--- config.mk ---
export PLATFORM = sky130hd
export DESIGN_NAME = panel_scan
export DESIGN_NICKNAME = d
export VERILOG_FILES = /design/src/rtl/panel_scan.sv
export SDC_FILE = /design/constraint.sdc
export NUM_CORES = 1
export LEC_CHECK = 0
export ABC_AREA = 0
export CAP_MARGIN = 0
export CORE_MARGIN = 2
export CORE_UTILIZATION = 28
export CTS_CLUSTER_SIZE = 25
export DETAILED_ROUTE_END_ITERATION = 6
export DONT_BUFFER_PORTS = 1
export PLACE_DENSITY = 0.52
export REMOVE_ABC_BUFFERS = 1
export SLEW_MARGIN = 10
export SYNTH_ARGS = -nofsm -noshare
export SYNTH_HDL_FRONTEND = slang
export SYNTH_SLANG_ARGS = --single-unit
--- constraint.sdc ---
create_clock -name clk_in -period 6.7 [get_ports clk_in]
set_input_delay 1.34 -clock clk_in [delete_from_list [all_inputs] [get_ports clk_in]]
set_output_delay 1.34 -clock clk_in [all_outputs]
set_load 0.05 [all_outputs]
--- src/rtl/panel_scan.sv ---
// HUB75-style panel scanner: per scan line and bit plane it shifts 64 columns, blanks, latches, then shows for BASE_TICKS<<plane cycles.
// All outputs are registered and change one clock after the state decision; there is no backpressure, and rd_data must return one cycle after rd_addr.
module panel_scan #(
    parameter int PWM_WIDTH  = 4,
    parameter int BASE_TICKS = 8
) (
    input  logic       clk_in,
    input  logic       reset,
    input  logic       enable,
    output logic [8:0] rd_addr,
    output logic [2:0] rd_plane,
    input  logic [5:0] rd_data,
    output logic       sclk,
    output logic [5:0] rgb,
    output logic       lat,
    output logic       oe_n,
    output logic [2:0] line,
    output logic       frame_done,
    output logic       busy
);

    typedef enum logic [2:0] {IDLE, SHIFT, BLANK, LATCH, SHOW} state_t;

    localparam logic [2:0]  LAST_PLANE = 3'(PWM_WIDTH - 1);
    localparam logic [15:0] BASE       = 16'(BASE_TICKS);
    localparam logic [7:0]  SHIFT_LAST = 8'd128;

    state_t      state, state_nx;
    logic [7:0]  sh_cnt, sh_nx;
    logic [15:0] show_cnt, show_nx;
    logic [2:0]  plane, plane_nx;
    logic [2:0]  scan, scan_nx;
    logic        frame_done_nx;
    logic        sclk_nx;
    logic        fetch_nx;
    logic [5:0]  col_nx;

    always_comb begin
        state_nx      = state;
        sh_nx         = sh_cnt;
        show_nx       = show_cnt;
        plane_nx      = plane;
        scan_nx       = scan;
        frame_done_nx = 1'b0;
        case (state)
            IDLE: begin
                if (enable) begin
                    state_nx = SHIFT;
                    sh_nx    = 8'd0;
                    plane_nx = 3'd0;
                    scan_nx  = 3'd0;
                end
            end
            SHIFT: begin
                if (sh_cnt == SHIFT_LAST) begin
                    state_nx = BLANK;
                    sh_nx    = 8'd0;
                end else begin
                    sh_nx = sh_cnt + 8'd1;
                end
            end
            BLANK: state_nx = LATCH;
            LATCH: begin
                state_nx = SHOW;
                show_nx  = (BASE << plane) - 16'd1;
            end
            SHOW: begin
                if (show_cnt == 16'd0) begin
                    state_nx = SHIFT;
                    sh_nx    = 8'd0;
                    if (plane != LAST_PLANE) begin
                        plane_nx = plane + 3'd1;
                    end else begin
                        plane_nx = 3'd0;
                        scan_nx  = scan + 3'd1;
                        if (scan == 3'd7) begin
                            // Enable is only re-examined here, so a frame is never cut short.
                            frame_done_nx = 1'b1;
                            state_nx      = enable ? SHIFT : IDLE;
                        end
                    end
                end else begin
                    show_nx = show_cnt - 16'd1;
                end
            end
            default: state_nx = IDLE;
        endcase
    end

    // Even SHIFT steps fetch a column (descending); every even step after the first raises sclk.
    always_comb begin
        col_nx   = 6'd63 - sh_nx[6:1];
        sclk_nx  = (state_nx == SHIFT) && !sh_nx[0] && (sh_nx != 8'd0);
        fetch_nx = (state_nx == SHIFT) && !sh_nx[0] && (sh_nx != SHIFT_LAST);
    end

    always_ff @(posedge clk_in) begin
        if (reset) begin
            state      <= IDLE;
            sh_cnt     <= 8'd0;
            show_cnt   <= 16'd0;
            plane      <= 3'd0;
            scan       <= 3'd0;
            rd_addr    <= 9'd0;
            rd_plane   <= 3'd0;
            sclk       <= 1'b0;
            rgb        <= 6'd0;
            lat        <= 1'b0;
            oe_n       <= 1'b1;
            line       <= 3'd0;
            frame_done <= 1'b0;
            busy       <= 1'b0;
        end else begin
            state      <= state_nx;
            sh_cnt     <= sh_nx;
            show_cnt   <= show_nx;
            plane      <= plane_nx;
            scan       <= scan_nx;
            sclk       <= sclk_nx;
            lat        <= (state_nx == LATCH);
            oe_n       <= (state_nx != SHOW);
            busy       <= (state_nx != IDLE);
            frame_done <= frame_done_nx;
            if (state_nx == BLANK) begin
                line <= scan_nx;
            end
            if (fetch_nx) begin
                rd_addr  <= {scan_nx, col_nx};
                rd_plane <= plane_nx;
            end
            // rd_data answering the previous address arrives during the odd step.
            if ((state == SHIFT) && sh_cnt[0]) begin
                rgb <= rd_data;
            end
        end
    end

endmodule
Cell density map:
(3 px per um) The die is cut into 11 by 11 equal tiles; black is low, pale yellow is high, 0 to 100% covered.
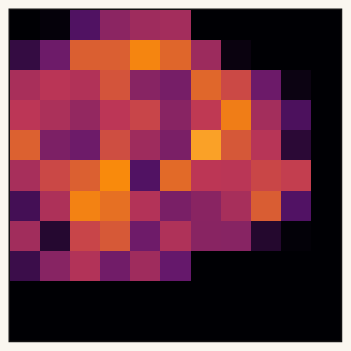
fullest tile: 80%
tiles over 75% full: 0.80%
nearly empty tiles: 36%
emptiest ninth of the die: lower right

==> Slide: Implementation Results <==
Synthesis and Place & Route Summary

Setup path
  – CP max-delay cell: or3b_1
  – Setup CP Type: reg2reg
  – Req. time, crit path: 6920 ps
  – Crit path from: state[0]$_SDFF_PP0_
  – CP top delay family: AND-OR/OR-AND gates
  – R2R cell count: 6
  – Worst EP arrival: 3650 ps
  – Reg-to-reg slack, setup: 3280 ps
  – Setup crit start kind: flip-flop
  – R2R Path Start: state[0]$_SDFF_PP0_
  – Stages on worst setup path: 6
  – Reg2reg end: rd_plane[1]$_SDFFE_PP0P_
  – Setup crit end kind: flip-flop
  – Critical path peak fanout: 23

Yosys
  – Ys flop type: dfxtp_1
  – Largest cells by area: dfxtp_1, mux2i_1, nor2_1, nand2_1, ha_1
  – Area reported by Yosys stat: 3160 um^2
  – Post-synth ARST share: 0%
  – Xor/xnor cell area share of the yosys netlist: 1.94%
  – Flops after synth: 59
  – Yosys cell count: 367
  – Synth Instances: 367
  – MUX share of area: 9.94%
  – Post-synth top cells: dfxtp_1, nor2_1, nand2_1, a21oi_1, mux2i_1
  – Synth logic family: simple AND/OR/NAND/NOR gates
  – Yosys warning tally: 0
  – Sequential element share of the synthesized area: 37.4%
  – Most frequent cell after synthesis: dfxtp_1
  – Syn avg cell area: 8.61 um^2
  – Yosys top cell by area: dfxtp_1
  – Simple share: 26.9%
  – Yosys adder share: 3.56%

Clock tree
  – Worst-skew pair later-pin latency: 340 ps
  – Clock slew at reported path FFs: 60 ps
  – Postcts setup bufs: 0
  – Hold Buf Count CTS: 0
  – CTS Buffer Depth: 2
  – CTS H-Tree Depth: 3
  – Clk sink count: 59
  – CTS root buf: clkbuf_16
  – CTS buffer count: 9
  – Post-CTS Resized: 0
  – TritonCTS clock tree: yes

Run
  – Log Warnings: 29
  – Max Cap Viol: 0

Power
  – Switching Fraction: 27.6%
  – Pwr Total: 0.877 mW
  – Clk pwr share: 50.4%
  – Pwr Density: 249 nW/um^2
  – Gate power share: 4.9%
  – Fraction of power consumed by sequential logic: 44.8%
  – P_leak: 1.25 nW
  – Int Power: 0.636 mW

Floorplan
  – Die W: 110 um
  – Initial Util: 28.9%
  – Core area: 10900 um^2
  – Die Area: 12100 um^2
  – Tap Count: 140
  – Die Y: 110 um
  – # IOs: 35

Placement
  – Placed inst area: 3240 um^2
  – Placed cells: 486
  – DP HPWL: 5.18 mm
  – IO Port Bufs: 0

Final timing
  – Period utilisation layout: 51.1%
  – RSZ-0062 raised after global routing: false
  – Final hold vios: 0
  – Least-Margin Pin Slew: 892 ps
  – Final slew viol count: 0
  – Setup_tns: 0 ps
  – Final WS setup: 3280 ps
  – Min cycle time layout: 3420 ps
  – Final hold slack: 475 ps
  – Clock skew: 10.1 ps

Finish
  – Largest register FFs: 16
  – # diodes: 0
  – Inverters: 7
  – CLK BUF: 9
  – Data buffer area share: 0.213%
  – Leading cell kind: multi-input combinational cells
  – Sequential share of cell area: 33.5%
  – Most frequent logic cell in the layout: dfxtp_1
  – Flop count: 59
  – Comb. cell area: 1850 um^2
  – Clock network area share: 7.99%
  – Top Layout Cells: dfxtp_1, nor2_1, nand2_1
  – Logic share of the area: 52.6%
  – NumNets Final: 375
  – Largest registers: show_cnt: 16 flops, rd_addr: 9 flops, sh_cnt: 8 flops
  – Synthesis-to-finish area growth: 11.5%
  – Multi-input gates: 279
  – FF+latch area: 1180 um^2

Drt
  – Initial DRT Pass Iterations: 5
  – Antenna-violating nets left: 0
  – Final WL: 7.55 mm
  – Metal2 WL: 3.46 mm
  – Vias/cell: 5.19
  – DR iter-0 viols: 181
  – Met3 routed WL: 505 um
  – DR vias: 2607
  – WL per Instance: 15.0 um
  – Residual DRC: 0

Global routing
  – First-pass GRT wire length: 12.3 mm
  – Antenna violations before repair: 0
  – Gr usage total: 13.2%
  – Pin count of the biggest net entering global routing: 64
  – Global-route met2 utilization: 20.5%
  – GRT Max-Usage Layer: met2
  – Vias in the first global route: 2457
  – Met3 global-route usage: 4.41%
  – Overflow after GRT: 0

Hold path
  – Min-delay worst type: reg2reg
  – WHS Path Cells: 2
  – Hold Startpoint: show_cnt[5]$_SDFFE_PP0P_

Run status
  – Status: finished clean
Pin placement:
(3 px per um) Pins as bars across the die edge, other pins in grey.
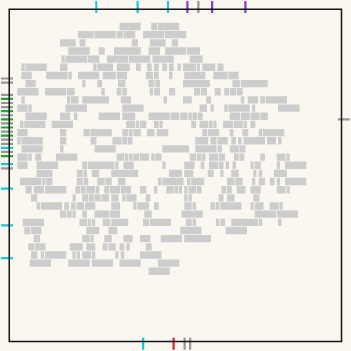
legend:
  rd_addr:
    colour: cyan
    pins: 9
    direction: output
    edge: 5 left, 3 top, 1 bottom
  sclk:
    colour: red
    pins: 1
    direction: output
    edge: bottom
  rgb:
    colour: green
    pins: 6
    direction: output
    edge: left
  rd_plane:
    colour: purple
    pins: 3
    direction: output
    edge: top
all pins by edge: 23 left, 7 top, 4 bottom, 1 right

-- power groups by stage --
| stage | Clock [mW] | Combinational, mW | Sequential, mW |
|---|---|---|---|
| finish | 0.442 | 0.0428 | 0.393 |
| global route | 0.465 | 0.0470 | 0.394 |
| CTS | 0.451 | 0.0432 | 0.393 |
| detailed placement | 0 | 0.0432 | 0.400 |
| global placement | 0 | 0.0424 | 0.401 |
| floorplan | 0 | 0.0355 | 0.398 |
-- logic make-up (layout without fill, tap and decap cells) --
group                      after synthesis  after routing
adders and majority gates                9              9
muxes                                   28             28
and+or+nand+nor                        164            164
xor gates and xnor gates                 7              7
DFF                                     59             59
AOI/OAI and AO/OA                       71             71
buffers and inverters                   29             24
Power is estimated from default activity; no workload was simulated.
